Fig. 1: signal wires on met1
Scale: 8 px per µm. Supply wires on this layer in grey.
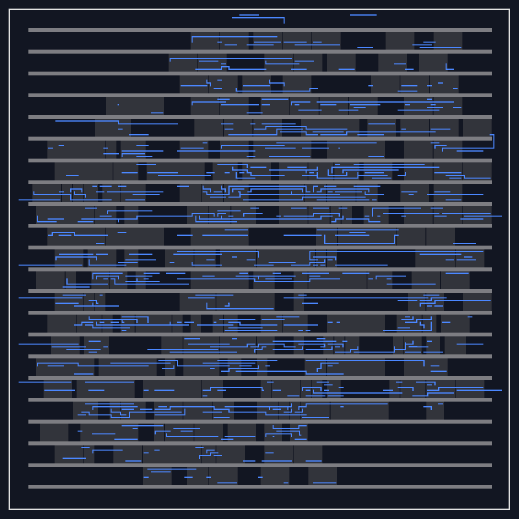
Fig. 2: metal 2
Scale: 8 px per µm.
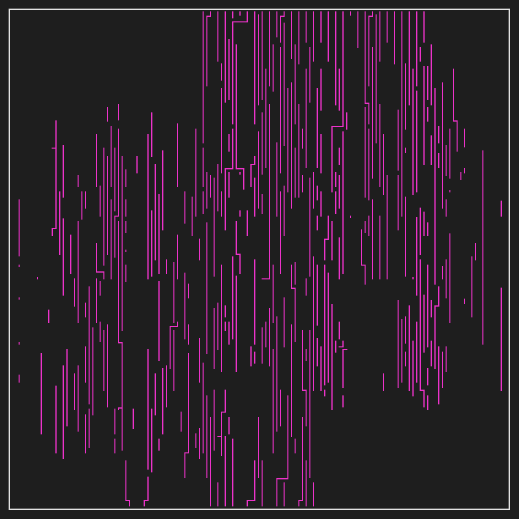
Fig. 3: met3 routing
Scale: 10 px per µm.
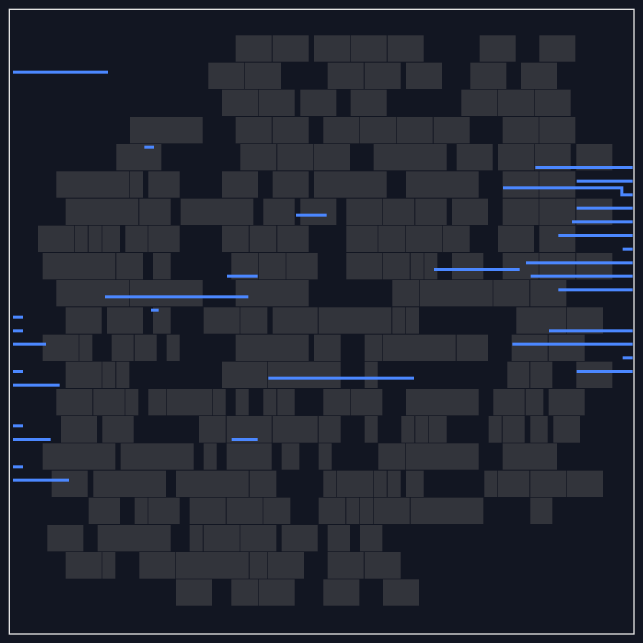
Fig. 4: routed clock nets over the placement
Scale: 4 px per µm.
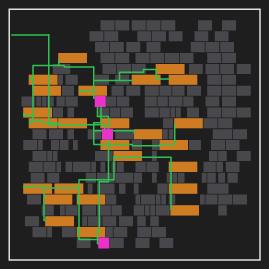
$ cat src/rtl/bit_counter_pkg.sv
// Shared types and helpers for the bit-counter arbiter: FSM state encoding,
// result width calculation and packed operand slicing.
package bit_counter_pkg;

    typedef enum logic [1:0] {
        S_IDLE,
        S_START,
        S_WAIT,
        S_RESP
    } arb_state_t;

    function automatic int res_width(input int width);
        return $clog2(width + 1);
    endfunction

    // LSB of requester idx's operand inside the packed req_data bus.
    function automatic int slice_lsb(input int idx, input int width);
        return idx * width;
    endfunction

endpackage

$ cat src/rtl/bit_counter_arbiter_if.sv
// Requester bus plus the link to the shared bit_counter instance.
// The arbiter takes the slave view; game logic and the counter take the master view.
interface bit_counter_arbiter_if
    import bit_counter_pkg::*;
#(
    parameter int NREQ  = 4,
    parameter int WIDTH = 8,
    parameter int RES_W = res_width(WIDTH),
    parameter int ID_W  = $clog2(NREQ)
);
    logic [NREQ-1:0]       req;
    logic [NREQ*WIDTH-1:0] req_data;
    logic [NREQ-1:0]       grant;
    logic [NREQ-1:0]       ack;
    logic [RES_W-1:0]      result;
    logic [ID_W-1:0]       result_id;
    logic                  busy;
    logic                  timeout_err;
    logic                  cnt_s;
    logic [WIDTH-1:0]      cnt_a;
    logic                  cnt_done;
    logic [RES_W-1:0]      cnt_result;

    modport slave (
        input  req, req_data, cnt_done, cnt_result,
        output grant, ack, result, result_id, busy, timeout_err, cnt_s, cnt_a
    );

    modport master (
        output req, req_data, cnt_done, cnt_result,
        input  grant, ack, result, result_id, busy, timeout_err, cnt_s, cnt_a
    );

endinterface

$ cat src/rtl/rr_arbiter.sv
// Combinational round-robin pick: first asserted request after position last_i,
// wrapping modulo NREQ; valid_o is low when no request is pending.
module rr_arbiter #(
    parameter  int NREQ = 4,
    localparam int ID_W = $clog2(NREQ)
) (
    input  logic [NREQ-1:0] req_i,
    input  logic [ID_W-1:0] last_i,
    output logic [ID_W-1:0] winner_o,
    output logic            valid_o
);

    logic [ID_W-1:0] idx;

    // Scan farthest-first so the nearest pending request after last_i wins.
    always_comb begin
        winner_o = '0;
        valid_o  = 1'b0;
        idx      = '0;
        for (int i = NREQ; i >= 1; i--) begin
            idx = ID_W'((int'(last_i) + i) % NREQ);
            if (req_i[idx]) begin
                winner_o = idx;
                valid_o  = 1'b1;
            end
        end
    end

endmodule

$ cat src/rtl/bit_counter_arbiter.sv
// Round-robin front end that time-shares one bit_counter between NREQ requesters:
// latch operand, pulse start, wait for done (with watchdog), ack the owner.
//
// state   | meaning
// S_IDLE  | no transaction; arbitrate pending requests
// S_START | operand latched, grant high, cnt_s pulsed this cycle
// S_WAIT  | waiting for cnt_done; watchdog running
// S_RESP  | ack pulse to the owner, result valid; grant drops after this cycle
module bit_counter_arbiter
    import bit_counter_pkg::*;
#(
    parameter int NREQ    = 4,
    parameter int WIDTH   = 8,
    parameter int TIMEOUT = WIDTH + 4
) (
    input logic               clk,
    input logic               reset,
    bit_counter_arbiter_if.slave bus
);

    localparam int RES_W = res_width(WIDTH);
    localparam int ID_W  = $clog2(NREQ);
    localparam int WD_W  = $clog2(TIMEOUT + 1);

    arb_state_t       state_q, state_d;
    logic [ID_W-1:0]  last_q, last_d;
    logic [ID_W-1:0]  winner_q, winner_d;
    logic [WIDTH-1:0] cnt_a_q, cnt_a_d;
    logic [RES_W-1:0] result_q, result_d;
    logic [ID_W-1:0]  result_id_q, result_id_d;
    logic             timeout_err_q, timeout_err_d;
    logic [WD_W-1:0]  wdog_q, wdog_d;

    logic [ID_W-1:0]  arb_winner;
    logic             arb_valid;
    logic [WIDTH-1:0] words [NREQ];
    logic [NREQ-1:0]  owner_oh;

    for (genvar g = 0; g < NREQ; g++) begin : g_words
        assign words[g] = bus.req_data[slice_lsb(g, WIDTH) +: WIDTH];
    end

    rr_arbiter #(.NREQ(NREQ)) u_rr (
        .req_i    (bus.req),
        .last_i   (last_q),
        .winner_o (arb_winner),
        .valid_o  (arb_valid)
    );

    always_ff @(posedge clk) begin
        if (reset) begin
            state_q       <= S_IDLE;
            last_q        <= ID_W'(NREQ - 1);
            winner_q      <= '0;
            cnt_a_q       <= '0;
            result_q      <= '0;
            result_id_q   <= '0;
            timeout_err_q <= 1'b0;
            wdog_q        <= '0;
        end else begin
            state_q       <= state_d;
            last_q        <= last_d;
            winner_q      <= winner_d;
            cnt_a_q       <= cnt_a_d;
            result_q      <= result_d;
            result_id_q   <= result_id_d;
            timeout_err_q <= timeout_err_d;
            wdog_q        <= wdog_d;
        end
    end

    always_comb begin
        state_d       = state_q;
        last_d        = last_q;
        winner_d      = winner_q;
        cnt_a_d       = cnt_a_q;
        result_d      = result_q;
        result_id_d   = result_id_q;
        timeout_err_d = timeout_err_q;
        wdog_d        = wdog_q;
        unique case (state_q)
            S_IDLE: begin
                if (arb_valid) begin
                    winner_d = arb_winner;
                    last_d   = arb_winner;
                    cnt_a_d  = words[arb_winner];
                    state_d  = S_START;
                end
            end
            S_START: begin
                wdog_d  = '0;
                state_d = S_WAIT;
            end
            S_WAIT: begin
                // A done seen on the last watchdog cycle still counts as success.
                if (bus.cnt_done) begin
                    result_d    = bus.cnt_result;
                    result_id_d = winner_q;
                    state_d     = S_RESP;
                end else if (wdog_q == WD_W'(TIMEOUT - 1)) begin
                    result_d      = '0;
                    result_id_d   = winner_q;
                    timeout_err_d = 1'b1;
                    state_d       = S_RESP;
                end else begin
                    wdog_d = wdog_q + 1'b1;
                end
            end
            S_RESP: begin
                state_d = S_IDLE;
            end
            default: begin
                state_d = S_IDLE;
            end
        endcase
    end

    assign owner_oh        = NREQ'(1) << winner_q;
    assign bus.grant       = (state_q != S_IDLE) ? owner_oh : '0;
    assign bus.ack         = (state_q == S_RESP) ? owner_oh : '0;
    assign bus.cnt_s       = (state_q == S_START);
    assign bus.busy        = (state_q != S_IDLE);
    assign bus.cnt_a       = cnt_a_q;
    assign bus.result      = result_q;
    assign bus.result_id   = result_id_q;
    assign bus.timeout_err = timeout_err_q;

endmodule

$ cat src/flat_wrapper.sv
// flat-port wrapper written by rule: the top's interface ports become plain ports
module bit_counter_arbiter_flat import bit_counter_pkg::*;
#(
    parameter int NREQ    = 4,
    parameter int WIDTH   = 8,
    parameter int TIMEOUT = WIDTH + 4
)
  (clk, reset, bus_req, bus_req_data, bus_cnt_done, bus_cnt_result, bus_grant, bus_ack, bus_result, bus_result_id, bus_busy, bus_timeout_err, bus_cnt_s, bus_cnt_a);
  bit_counter_arbiter_if #(.NREQ(NREQ), .WIDTH(WIDTH)) bus_i ();
  input logic clk;
  input logic reset;
  input wire logic [$bits(bus_i.req)-1:0] bus_req;
  input wire logic [$bits(bus_i.req_data)-1:0] bus_req_data;
  input wire logic [$bits(bus_i.cnt_done)-1:0] bus_cnt_done;
  input wire logic [$bits(bus_i.cnt_result)-1:0] bus_cnt_result;
  output wire logic [$bits(bus_i.grant)-1:0] bus_grant;
  output wire logic [$bits(bus_i.ack)-1:0] bus_ack;
  output wire logic [$bits(bus_i.result)-1:0] bus_result;
  output wire logic [$bits(bus_i.result_id)-1:0] bus_result_id;
  output wire logic [$bits(bus_i.busy)-1:0] bus_busy;
  output wire logic [$bits(bus_i.timeout_err)-1:0] bus_timeout_err;
  output wire logic [$bits(bus_i.cnt_s)-1:0] bus_cnt_s;
  output wire logic [$bits(bus_i.cnt_a)-1:0] bus_cnt_a;
  assign bus_i.req = bus_req;
  assign bus_i.req_data = bus_req_data;
  assign bus_i.cnt_done = bus_cnt_done;
  assign bus_i.cnt_result = bus_cnt_result;
  assign bus_grant = bus_i.grant;
  assign bus_ack = bus_i.ack;
  assign bus_result = bus_i.result;
  assign bus_result_id = bus_i.result_id;
  assign bus_busy = bus_i.busy;
  assign bus_timeout_err = bus_i.timeout_err;
  assign bus_cnt_s = bus_i.cnt_s;
  assign bus_cnt_a = bus_i.cnt_a;
  bit_counter_arbiter #(.NREQ(NREQ), .WIDTH(WIDTH), .TIMEOUT(TIMEOUT)) u_core (.clk(clk), .reset(reset), .bus(bus_i));
endmodule
$ cat config.mk
export PLATFORM = sky130hd
export DESIGN_NAME = bit_counter_arbiter_flat
export DESIGN_NICKNAME = d
export VERILOG_FILES = /design/src/rtl/bit_counter_pkg.sv /design/src/rtl/bit_counter_arbiter_if.sv /design/src/rtl/rr_arbiter.sv /design/src/rtl/bit_counter_arbiter.sv /design/src/flat_wrapper.sv
export SDC_FILE = /design/constraint.sdc
export NUM_CORES = 1
export LEC_CHECK = 0
export CORE_MARGIN = 2
export CORE_UTILIZATION = 41
export DETAILED_ROUTE_END_ITERATION = 12
export GPL_ROUTABILITY_DRIVEN = 0
export PLACE_DENSITY = 0.81
export SYNTH_ARGS = -nofsm -noshare
export SYNTH_HDL_FRONTEND = slang
export SYNTH_SLANG_ARGS = --single-unit
$ cat constraint.sdc
create_clock -name clk -period 4.2 [get_ports clk]
set_clock_uncertainty 0.15 [all_clocks]
set_input_delay 0.84 -clock clk [delete_from_list [all_inputs] [get_ports clk]]
set_output_delay 0.84 -clock clk [all_outputs]
set_load 0.005 [all_outputs]
==> run notes <==
run results: status=completed, top cells, area=dfxtp_1, mux2i_1, ha_1, final-layout fill cell count=about 300, setup tns final=0 ns, Crit. End Element=flop, share of cells above drive strength 1=4.25%, Arr. time, crit path=just under 3 ns, Max stage delay on crit path=0.59 ns, die height=a little over 60 µm, max-cap viol count=0, DR vias/cell=5.22, Slew Limit Fails=0, Ports=about 68, drc violations=0, Gate power share=50.9%, CP top delay family=simple AND/OR/NAND/NOR gates, Floorplan Nets=slightly below 200, Syn. warnings=0, # resized after CTS=0, Chip Area, Yosys=0.00140 mm², num rows=21, CP max-delay cell=nor4_1, Syn Inst Count=approximately 150, ys flops=25, Crit Path Category=in -> reg, CTS buffer count=3, Clock Sinks=25, nets=262, P_int=0.615 mW, EDFF count, synth=0, Worst Tran Pin Value=a little over 0.8 ns, first-pass GRT wire length=approximately 6300 µm, worst hold slack=approximately 0.36 ns, RSZ-0062 raised after global routing=false, final worst path period need=between 2 and 3 ns, DP HPWL=roughly 3100 µm, setup bufs post-CTS=0, Highest Clock Rate=345 MHz, register area=around 500 µm², Async S/R FF share, synth=0%, Startpoint Class=input port, ys cells=approximately 150, mean post-synth cell area=between 9 and 10 µm², DRT iter0 DRCs=38, DR pass1 iterations=4, Setup Viol. Count Final=0, Final period util=slightly below 70%, post-layout util=a little over three fifths, Post-DRT Antenna Nets=0, register share after synthesis=a little over a third, library cells used by synthesis=33, H-tree Lvls=1, CTS tree=done, Hold Vio Cnt, Final=0, clock buffer depth=2, placed cell count=between 200 and 300, # hold bufs at CTS=0, clock-pin slew on the worst setup and hold paths=about 0.15 ns, largest net degree at the start of global routing=27, area leader, netlist=dfxtp_1, WP buf/inv=1, Rel. slew slack=a little under half, mapped cell area=0.00140 mm², Sw Ratio=37.5%, number of global-route vias before repair=around 1.4k, fin cells=between 200 and 300, Ant. Diodes=0, CP Data Required Time=around 4.3 ns, number of warnings in the stage logs=30, CP cell instances=clkdlybuf4s50_1, nor4_1, nand2b_1, nor2_1, nand2_1, o221ai_1, Synth Flop Type=dfxtp_1, Synth top area share=35.9%, P_leak=~0.84 nW, Core Region=about 0.0033 mm², combinational gate area=roughly 810 µm², CTS root buffer=clkbuf_4, gr ovfl total=0, sequential share of power=between 30% and 40%, Psw=0.368 mW, initial antenna violation count=0, crit-path max FO=12, die width=just over 60 µm, PwrDens=~470 mW/mm², starting density of the core=between 40 and 50%, WL/cell=~15 µm, GRT Resource Usage Total=20.2%, IO buf count=around 67, area growth from synthesis to layout=50.1%, Tot Pwr=between 0.9 and 1 mW, die area=~0.0039 mm², worst hold path class=reg -> reg, Max rail drop VDD=roughly 0.23 mV
Notes on Fig. 1 above:
main direction: horizontal
longest straight run: 21.6 µm
share of all routed wire: 40%
nets with wire on the layer: 234
final WL: 3950 µm
Vias: 1346
GR Util met1: 23.2%

Notes on Fig. 2 above:
longest straight run: 25.5 µm
wire length on this layer: 2160 µm
nets with wire on the layer: 234
share of all routed wire: 55%
main direction: vertical
met2 global-route usage: 37.1%

Notes on Fig. 3 above:
share of all routed wire: 4.4%
nets with wire on the layer: 29
main direction: horizontal

Notes on Fig. 4 above:
legend:
  flip-flops:
    colour: orange
    count: 25
  clock drivers:
    colour: magenta
    count: 3
  clock wires:
    colour: green
    length: 312 µm
routed clock nets: 4
Clock Power: 0.114 mW
clock network fraction of design power: 11.6%
Worst-Skew Late Latency: 0.33 ns

[power by group through the flow]
| stage | Clock, mW | Sequential (mW) | Combinational (mW) |
|---|---|---|---|
| 2_1_floorplan | 0 | 0.352 | 0.306 |
| 3_3_place_gp | 0 | 0.370 | 0.475 |
| 3_5_place_dp | 0 | 0.374 | 0.501 |
| 4_1_cts | 0.117 | 0.368 | 0.504 |
| 5_1_grt | 0.122 | 0.380 | 0.545 |
| 6_report | 0.114 | 0.369 | 0.500 |
[through the flow]
stage	setup WS, ns	instance area [µm²]
after global routing	1.11	2090
after CTS	1.27	2090
after global placement	1.16	2060
final	1.30	2090
after detailed placement	0.926	2060
after floorplan	2.08	1400
[kinds of logic (layout without fill, tap and decap cells)]
kind of cell    Yosys count  after routing  synth area share [%]
compound gates           26             26                  14.4
xor+xnor                  2              2                  1.26
fa+ha+maj                 6              6                  5.38
buf+inv                  13             77                  6.10
flops                    25             25                  35.9
mux                      21             21                  15.1
simple gates             55             55                  22.0
[final cells by class]
| type | instances | area share (%) |
|---|---|---|
| Sequential cell | 25 | 23.9 |
| Tap cell | 46 | 2.75 |
| Multi-Input combinational cell | 110 | 38.6 |
| Inverter | 5 | 0.896 |
| Clock inverter | 1 | 0.358 |
| Clock buffer | 3 | 1.08 |
| Timing Repair Buffer | 68 | 32.4 |
[layer usage]
| metal | global-route usage [%] | vias up | wire length [µm] |
|---|---|---|---|
| met1 | 23.2 | 638 | 1580 |
| met3 | 3.26 | 4 | 174 |
| met4 | 8.33 | 0 | 38 |
| li1 | - | 668 | - |
| met5 | 0 | - | 0 |
| met2 | 37.1 | 36 | 2160 |
[cells in the mapped netlist, types with 2 or more instances]
cell      number
a21oi_1        6
a32oi_1        4
and3_1         2
and3b_1        2
buf_6          2
clkbuf_1       4
dfxtp_1       25
ha_1           6
inv_1          5
mux2i_1       21
nand2_1        7
nand2b_1       3
nand3b_1       8
nor2_1        19
nor3_1         5
nor3b_1        4
o221ai_1       8
xor2_1         2
[final timing paths]
check / from / end / slack, ns / depth (start not counted)
max reg2reg: u_core.state_q[0] / u_core.wdog_q[3] / 2.18 / 6
min: u_core.bus.timeout_err / u_core.bus.timeout_err / 0.36 / 2
max: bus_req[2] / u_core.bus.cnt_a[3] / 1.30 / 6
min reg2reg: u_core.bus.timeout_err / u_core.bus.timeout_err / 0.36 / 2
[sequential cells by signal (all words and copies together) (netlist names)]
register and flops:
u_core.bus.cnt_a 8, u_core.bus.result 4, u_core.wdog_q 4, u_core.bus.result_id 2, u_core.last_q 2, u_core.state_q 2, u_core.winner_q 2, u_core.bus.timeout_err 1
[cells in the final DEF, fill, tap and decap left out, drive strengths merged, types with 2 or more instances in the layout]
cell           instances
clkdlybuf4s50         67
dfxtp                 25
mux2i                 21
nor2                  19
o221ai                 9
nand3b                 8
nand2                  7
a21oi                  6
ha                     6
inv                    5
nor3                   5
nor3b                  5
a32oi                  4
nand2b                 3
clkbuf                 3
and3b                  2
and3                   2
xor2                   2
nor2b                  2
[worst register-to-register path: stages (launching register included)]
cell and delay [ns]:
dfxtp_1 0.37, inv_1 0.12, ha_1 0.34, nor3b_2 0.45
nand4_1 0.17, xor2_1 0.17, nor3_1 0.18
No activity file was given, so power comes from the tool's default toggle rates.
